`src/rtl/fact_accel.sv`:
```
// rtl/fact_accel.sv - memory-mapped factorial accelerator (N, GO/BUSY, STATUS, RESULT)
module fact_accel (
   input  logic        clk,
   input  logic        reset,
   input  logic        we,
   input  logic [1:0]  a,
   input  logic [31:0] wd,
   output logic [31:0] rd
);

   typedef enum logic {
      IDLE = 1'b0,
      CALC = 1'b1
   } state_t;

   state_t      state;
   state_t      state_next;
   logic [3:0]  n_reg;
   logic [3:0]  cnt;
   logic [31:0] prod;
   logic [31:0] result;
   logic        done;
   logic        err;
   logic        busy;
   logic        go;
   logic        n_ok;

   // Only wd[3:0] feeds registers; upper bits are don't-care on this bus.
   logic        unused_wd;
   assign unused_wd = ^wd[31:4];

   assign busy = (state == CALC);
   assign go   = we && (a == 2'd1) && wd[0];
   assign n_ok = (n_reg <= 4'd12);

   // State register: reset forces IDLE, aborting any calculation.
   always_ff @(posedge clk) begin
      if (reset) begin
         state <= IDLE;
      end else begin
         state <= state_next;
      end
   end

   // Next state: go with a valid N starts CALC; CALC ends when cnt reaches 1 or 0.
   always_comb begin
      state_next = state;
      case (state)
         IDLE: begin
            if (go && n_ok) begin
               state_next = CALC;
            end
         end
         CALC: begin
            if (cnt <= 4'd1) begin
               state_next = IDLE;
            end
         end
         default: state_next = IDLE;
      endcase
   end

   // Datapath: N register, iterative multiply, result/status capture.
   always_ff @(posedge clk) begin
      if (reset) begin
         n_reg  <= 4'd0;
         cnt    <= 4'd0;
         prod   <= 32'd0;
         result <= 32'd0;
         done   <= 1'b0;
         err    <= 1'b0;
      end else begin
         if (we && (a == 2'd0)) begin
            n_reg <= wd[3:0];
         end
         case (state)
            IDLE: begin
               if (go) begin
                  if (n_ok) begin
                     cnt  <= n_reg;
                     prod <= 32'd1;
                     done <= 1'b0;
                     err  <= 1'b0;
                  end else begin
                     err  <= 1'b1;
                     done <= 1'b1;
                  end
               end
            end
            CALC: begin
               // go requests are ignored here; cnt was captured at start.
               if (cnt > 4'd1) begin
                  prod <= prod * {28'd0, cnt};
                  cnt  <= cnt - 4'd1;
               end else begin
                  result <= prod;
                  done   <= 1'b1;
               end
            end
            default: ;
         endcase
      end
   end

   // Zero-wait-state read mux.
   always_comb begin
      rd = 32'd0;
      case (a)
         2'd0: rd = {28'd0, n_reg};
         2'd1: rd = {31'd0, busy};
         2'd2: rd = {30'd0, err, done};
         2'd3: rd = result;
         default: rd = 32'd0;
      endcase
   end

endmodule

```
`config.mk`:
```
export PLATFORM = sky130hd
export DESIGN_NAME = fact_accel
export DESIGN_NICKNAME = d
export VERILOG_FILES = /design/src/rtl/fact_accel.sv
export SDC_FILE = /design/constraint.sdc
export NUM_CORES = 1
export LEC_CHECK = 0
export CAP_MARGIN = 40
export CORE_ASPECT_RATIO = 1.2
export CORE_MARGIN = 4
export CORE_UTILIZATION = 25
export DETAILED_ROUTE_END_ITERATION = 10
export PLACE_DENSITY = 0.45
export SLEW_MARGIN = 20
export SYNTH_ARGS = -nofsm -noshare
export SYNTH_HDL_FRONTEND = slang
export SYNTH_SLANG_ARGS = --single-unit
```
`constraint.sdc`:
```
create_clock -name clk -period 5.1 [get_ports clk]
set_clock_uncertainty 0.15 [all_clocks]
set_input_delay 0.765 -clock clk [delete_from_list [all_inputs] [get_ports clk]]
set_output_delay 0.765 -clock clk [all_outputs]
set_load 0.05 [all_outputs]
```
**Run 1: gate-type map**

(2 px per µm)
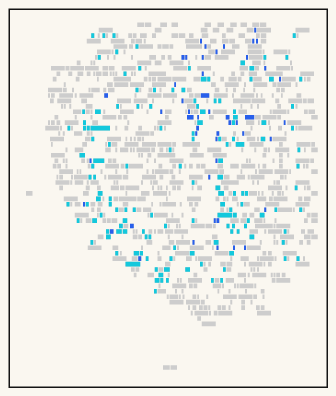
legend:
  blue:
    family: NOR gates
    cells: 48
    most_used: nor2_1
  cyan:
    family: inverting AOI/OAI gates
    cells: 140
    most_used: a21oi_1

**Run 1: register map, names as in the netlist**

(2 px per µm) Other sequential cells in the stronger gray, the rest of the logic in the fainter gray.
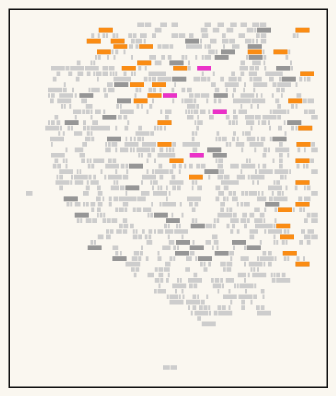
legend:
  magenta:
    netlist_name: cnt
    placed_flops: 4
    where: north
  orange:
    netlist_name: result
    placed_flops: 32
not colored: 39

**Run 1: clock routing**

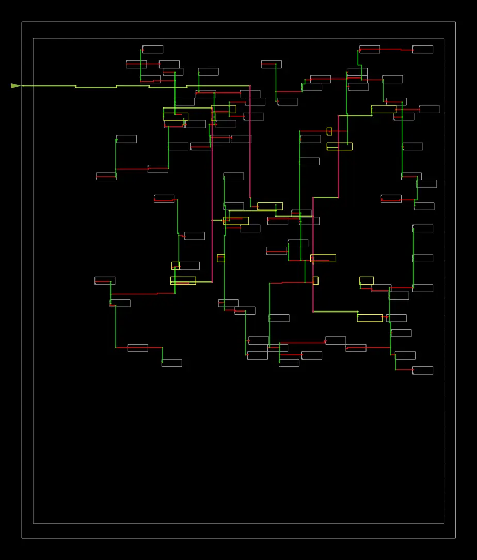
total CTS buffers: 9
clock buffer count: 10
seq_cells: 75

**Run 1: nets reached from selected ports**

(2 px per µm)
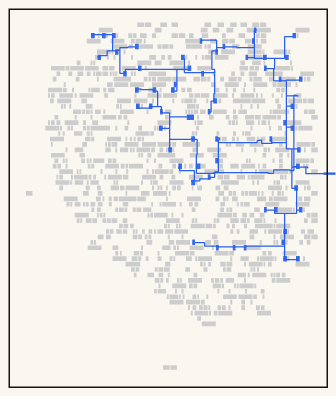
legend:
  blue:
    port: reset
    bits: 1
    direction: input
    edge: east
    end_cells: 60
    wire: 777 µm

==> GITHUB_STEP_SUMMARY, run 1 <==
### Flow metrics

| Metric | Value |
|---|---|
| Crit path DRT | 5.19 ns |
| Combinational Gates | 623 |
| H-tree depth | 3 |
| Sw Pwr | 304 µW |
| Setup TNS | 0 ns |
| Grt met2 use | 0.240 |
| GP Congestion | 0.800 |
| Post-synth top cells | nand2_1 (132), inv_1 (113), and2_1 (93) |
| Area-dominant class | multi-input combinational cells |
| Total GRT Usage | 0.133 |
| CP Max Fanout | 21 |
| Critical Path End Type | flip-flop |
| Synth flops | 75 |
| Kind of start point of the critical path | flip-flop |
| Critical path class | flip-flop to flip-flop |
| Static Leak | 3.48 nW |
| Most numerous logic cell after layout | nand2_1 |
| CTS sink count | 75 |
| Number of enable flip-flop cells | 0 |
| Slew HR | 0.488 |
| Top Metal Used | met4 |
| Clock power frac | 0.488 |
| Yosys stat chip area | 0.00677 mm² |
| Met2 routed WL | 9.93 mm |
| Total combinational power | 45.8 µW |
| CP max stage delay | 0.80 ns |
| Placeable core region | 0.0265 mm² |
| CP top delay family | AND-OR/OR-AND gates |
| Area Growth Syn to Fin | 15.0% |
| Switching power share of the total | 0.245 |
| Met1 GRT Util | 0.167 |
| Vias in the first global route | 5872 |
| Clock-cell share | 0.0346 |
| Status | finished clean |
| Inst Count DP | 1198 |
| Via count | 5675 |
| Cell type with the largest total area | dfxtp_1 |
| Post-synthesis cell type count | 63 |
| Fin Hold WS | 0.298 ns |
| Die area | 0.0298 mm² |
| WL met1 | 8.57 mm |
| Die Y-Extent | 188 µm |
| Drc violations | 0 |
| Cell count of the worst reg-to-reg path | 15 |
| Top Layout Cells | nand2_1 (132), inv_1 (113), and2_1 (93) |
| CTS tree | done |
| Syn Area/Cell | 7.88 µm² |
| Synth warn | 0 |
| Number of max-cap violations | 0 |
| Max-slew violations | 0 |
| Fraction of the mapped netlist area in adder cells | 0.231 |
| MUX share of area | 0.0139 |
| Hold-fix buffers, CTS | 0 |
| Register area share after synthesis | 0.222 |
| Setup ws final | 0.496 ns |
| Critical path origin | cnt[2]$_SDFFE_PP0P_ |
| Global route overflow | 0 |
| Min cycle time layout | 4.60 ns |
| Crit path depth | 15 |
| CTS Buffer Depth | 2 |
| Top power group | clock |
| Internal | 939 µW |
| Routed wl met3 | 375 µm |
| Number of fill cells in the layout | 2871 |
| Part of the power in combinational logic | 0.037 |
| Pre-antenna DRT Iters | 4 |
| Syn_nets | 987 |
| Crit path buf inv count | 3 |
| Post-DR vias/cell | 4.67 |
| Slowest library cell on the worst path | dfxtp_1 |
| R2R setup slack | 0.50 ns |
| Signal inverters | 113 |
| Non-clock buffering overhead | 0.0649 |
| Log Warnings | 55 |
| Die Wd | 158 µm |
| Logic family by area | simple AND/OR/NAND/NOR gates |
| Initial DRC Count | 267 |
| WL/cell | 15.7 µm |
| Finished Cell Area | 0.00778 mm² |
| Post-layout util | 0.294 |
| Combinational Area | 0.00466 mm² |
| Main flop type | dfxtp_1 |
| Proportion of layout cells with a drive suffix above 1 | 0.0512 |
| Worst Hold Launch | result[5]$_SDFFE_PP0P_ |
| Critical-path cell list | buf_4 > and2_1 > ha_1 > inv_1 > fa_1 > inv_1 > fa_1 > a21oi_1 > o21ai_0 > a211oi_1 > o31a_1 > nand2_1 > a41oi_1 > xor2_1 > o21ai_1 |
| Seq group | 591 µW |
| Hold Crit Class | flip-flop to flip-flop |
**Run 1: local utilization**

(1.5 px per µm) The die is cut into 16 by 19 equal tiles; dark purple is low, yellow is high, 0 to 100% covered.
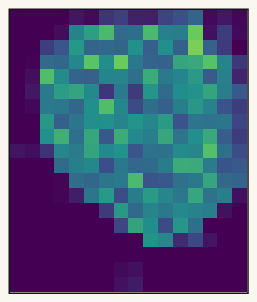

--- run 2 (diff from run 1) ---
--- a/config.mk
+++ b/config.mk
@@ -7,7 +7,6 @@
 export LEC_CHECK = 0
 export CAP_MARGIN = 40
 export CORE_ASPECT_RATIO = 1.2
-export CORE_MARGIN = 4
 export CORE_UTILIZATION = 25
 export DETAILED_ROUTE_END_ITERATION = 10
 export PLACE_DENSITY = 0.45
**Run 2: local utilization**

(1.5 px per µm) The die is cut into 15 by 18 equal tiles; dark purple is low, yellow is high, 0 to 100% covered.
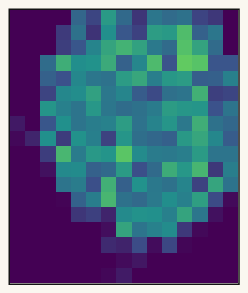
emptiest ninth of the die: south-west
mean over tiles: 27%
nearly empty tiles: 31%
tiles over 75% full: 0.40%

==> run 2 against run 1 <==
Effect of this change:
- highest routed layer unchanged
- final area up 0.95%
- flip-flop count unchanged
- the run now ends with DRC left
- global-route usage is 0.81 points higher
- largest cell class unchanged
- critical endpoint is now prod[30]$_SDFFE_PP0P_
==> GITHUB_STEP_SUMMARY, run 2 <==
### Flow metrics

| Metric | Value |
|---|---|
| Status | complete, but fails checks |
| Failing checks | DRC |
| CP max stage delay | 0.53 ns (-0.27 ns) |
| Total GRT Usage | 0.142 (+0.00813) |
| Worst Hold Launch | result[9]$_SDFFE_PP0P_ |
| Max Clk Rate | 223 MHz |
| Number of enable flip-flop cells | 0 (unchanged) |
| CTS sink count | 75 (unchanged) |
| Non-clock buffering overhead | 0.0691 (+0.00417) |
| Cell type with the largest total area | dfxtp_1 |
| Drc violations | 4 (+4) |
| Top Metal Used | met4 |
| Global route overflow | 0 (unchanged) |
| Post-layout util | 0.297 (+0.00370) |
| CTS tree | done |
| Clock-cell share | 0.0389 (+0.00429) |
| Combinational Area | 0.00466 mm² (unchanged) |
| CP top delay family | adder cells |
| Crit path DRT | 5.19 ns (about the same) |
| Internal | 1.01 mW (+7.3%) |
| H-tree depth | 3 (unchanged) |
| Seq group | 591 µW (about the same) |
| Via count | 5630 (-0.79%) |
| Combinational Gates | 623 (unchanged) |
| Most numerous logic cell after layout | nand2_1 |
| Setup TNS | 0 ns (unchanged) |
| Finished Cell Area | 0.00786 mm² (+0.95%) |
| Max-slew violations | 0 (unchanged) |
| Post-DR vias/cell | 4.62 (-1.2%) |
| Min cycle time layout | 4.49 ns (-0.114 ns) |
| Synth flops | 75 (unchanged) |
| Top Layout Cells | nand2_1 (132), inv_1 (113), and2_1 (93) |
| CP Max Fanout | 17 (-19%) |
| Syn_nets | 987 (unchanged) |
| Syn Area/Cell | 7.88 µm² (unchanged) |
| Sw Pwr | 298 µW (-2.0%) |
| Critical path origin | cnt[3]$_SDFFE_PP0P_ |
| Fin Hold WS | 0.300 ns (+0.00164 ns) |
| Synth top cell by count | nand2_1 |
| Crit path depth | 14 (-1) |
| Total combinational power | 46.2 µW (+0.9%) |
| Pre-antenna DRT Iters | 7 (+3) |
| Setup ws final | 0.609 ns (+0.114 ns) |
| Clock buffer count | 12 (+2) |
| Crit path buf inv count | 2 (-1) |
| Pre-CTS setup slack | 0.598 ns |
| Fraction of the mapped netlist area in adder cells | 0.231 (unchanged) |
| WL/cell | 15.1 µm (-4.0%) |
| Yosys stat chip area | 0.00677 mm² (unchanged) |
| Post-synth top cells | nand2_1 (132), inv_1 (113), and2_1 (93) |
| Main flop type | dfxtp_1 |
| Die Y-Extent | 182 µm (-3.2%) |
| Placeable core region | 0.0264 mm² (-0.31%) |
| Total CTS buffers | 9 (unchanged) |
| CTS Buffer Depth | 2 (unchanged) |
| Die area | 0.0277 mm² (-6.9%) |
| WL met1 | 8.51 mm (-0.64%) |
| R2r startpoint | cnt[3]$_SDFFE_PP0P_ |
| Top power group | clock |
| R2R setup slack | 0.61 ns (+0.11 ns) |
| Grt met2 use | 0.255 (+0.0144) |
| Critical path class | flip-flop to flip-flop |
| Number of fill cells in the layout | 2840 (-1.1%) |
| Critical-path cell list | and2_1 > fa_1 > inv_1 > fa_1 > inv_1 > ha_1 > nand4_2 > nor3_1 > o311ai_1 > o211a_1 > a211oi_1 > nand3_1 > mux2i_1 > a211o_1 |
| Kind of start point of the critical path | flip-flop |
| Met2 routed WL | 9.32 mm (-6.1%) |
| Synth warn | 0 (unchanged) |
| Part of the power in combinational logic | 0.035 (-0.002) |
| Initial DRC Count | 228 (-15%) |
| Proportion of layout cells with a drive suffix above 1 | 0.0554 (+0.00424) |
| GP Congestion | 0.828 (+3.4%) |
| Cell count of the worst reg-to-reg path | 14 (-1) |
| Critical Path End Type | flip-flop |
| Inst Count DP | 1202 (+0.33%) |
| Switching power share of the total | 0.228 (-0.0164) |
| Vias in the first global route | 5802 (-1.2%) |
| Seq_cells | 75 (unchanged) |
| Log Warnings | 55 (unchanged) |
| Signal inverters | 113 (unchanged) |
| Met1 GRT Util | 0.176 (+0.00892) |
| MUX share of area | 0.0139 (unchanged) |
| Die Wd | 152 µm (-3.8%) |
| Slowest library cell on the worst path | fa_1 |
| Hold-fix buffers, CTS | 0 (unchanged) |
| Clock power frac | 0.512 (+0.024) |
| Logic family by area | simple AND/OR/NAND/NOR gates |
**Run 2: nets reached from selected ports**

(2 px per µm)
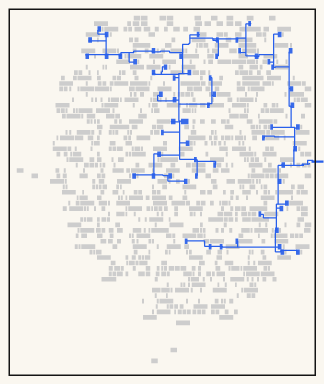

--- run 3 (diff from run 2) ---
--- a/config.mk
+++ b/config.mk
@@ -9,6 +9,7 @@
 export CORE_ASPECT_RATIO = 1.2
 export CORE_UTILIZATION = 25
 export DETAILED_ROUTE_END_ITERATION = 10
+export GPL_TIMING_DRIVEN = 0
 export PLACE_DENSITY = 0.45
 export SLEW_MARGIN = 20
 export SYNTH_ARGS = -nofsm -noshare
==> constraint.sdc (replaced) <==
create_clock -name clk -period 4.5 [get_ports clk]
set_clock_uncertainty 0.15 [all_clocks]
set_input_delay 0.675 -clock clk [delete_from_list [all_inputs] [get_ports clk]]
set_output_delay 0.675 -clock clk [all_outputs]
set_load 0.05 [all_outputs]
**Run 3: nets reached from selected ports**

(2 px per µm)
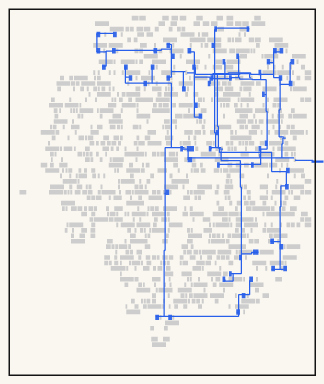
legend:
  blue:
    port: reset
    bits: 1
    direction: input
    edge: east
    end_cells: 60
    wire: 1070 µm

==> run 3 against run 2 <==
Effect of this change:
- the flow still finishes with violations (DRC)
- sequential share of layout area decreased by 0.34 points
- via count increased by 3.5%
- first-iteration DRC count is 9.6% higher
- die size unchanged
- critical endpoint unchanged
- largest power group unchanged
==> GITHUB_STEP_SUMMARY, run 3 <==
### Flow metrics

| Metric | Value |
|---|---|
| Status | complete, but fails checks |
| Failing checks | DRC |
| Number of enable flip-flop cells | 0 (unchanged) |
| Number of fill cells in the layout | 2865 (+0.88%) |
| Seq_cells | 75 (unchanged) |
| Synth warn | 0 (unchanged) |
| R2R setup slack | 0.17 ns (-0.44 ns) |
| Slowest library cell on the worst path | fa_1 |
| Proportion of layout cells with a drive suffix above 1 | 0.0655 (+0.0101) |
| Drc violations | 4 (unchanged) |
| Clock power frac | 0.522 (+0.010) |
| Max-slew violations | 0 (unchanged) |
| Clock buffer count | 10 (-2) |
| Grt met2 use | 0.279 (+0.0241) |
| H-tree depth | 3 (unchanged) |
| Setup TNS | 0 ns (unchanged) |
| Top Metal Used | met4 |
| MUX share of area | 0.0139 (unchanged) |
| Crit path buf inv count | 5 (+3) |
| Post-layout util | 0.304 (+0.00663) |
| Kind of start point of the critical path | flip-flop |
| Signal inverters | 113 (unchanged) |
| Crit path DRT | 4.59 ns (-0.60 ns) |
| Top power group | clock |
| Initial DRC Count | 250 (+9.6%) |
| Pre-antenna DRT Iters | 7 (unchanged) |
| Total combinational power | 57.3 µW (+24%) |
| Yosys stat chip area | 0.00677 mm² (unchanged) |
| Fraction of the mapped netlist area in adder cells | 0.231 (unchanged) |
| CTS Buffer Depth | 2 (unchanged) |
| CP max stage delay | 0.54 ns (about the same) |
| Switching power share of the total | 0.255 (+0.0267) |
| WL/cell | 16.5 µm (+8.9%) |
| Hold-fix buffers, CTS | 0 (unchanged) |
| Synth flops | 75 (unchanged) |
| Die area | 0.0277 mm² (unchanged) |
| Post-synth top cells | nand2_1 (132), inv_1 (113), and2_1 (93) |
| R2r startpoint | cnt[3]$_SDFFE_PP0P_ |
| Part of the power in combinational logic | 0.038 (+0.003) |
| Post-DR vias/cell | 4.66 (+0.82%) |
Power figures rest on the tool's default switching activity, not on a simulated workload.
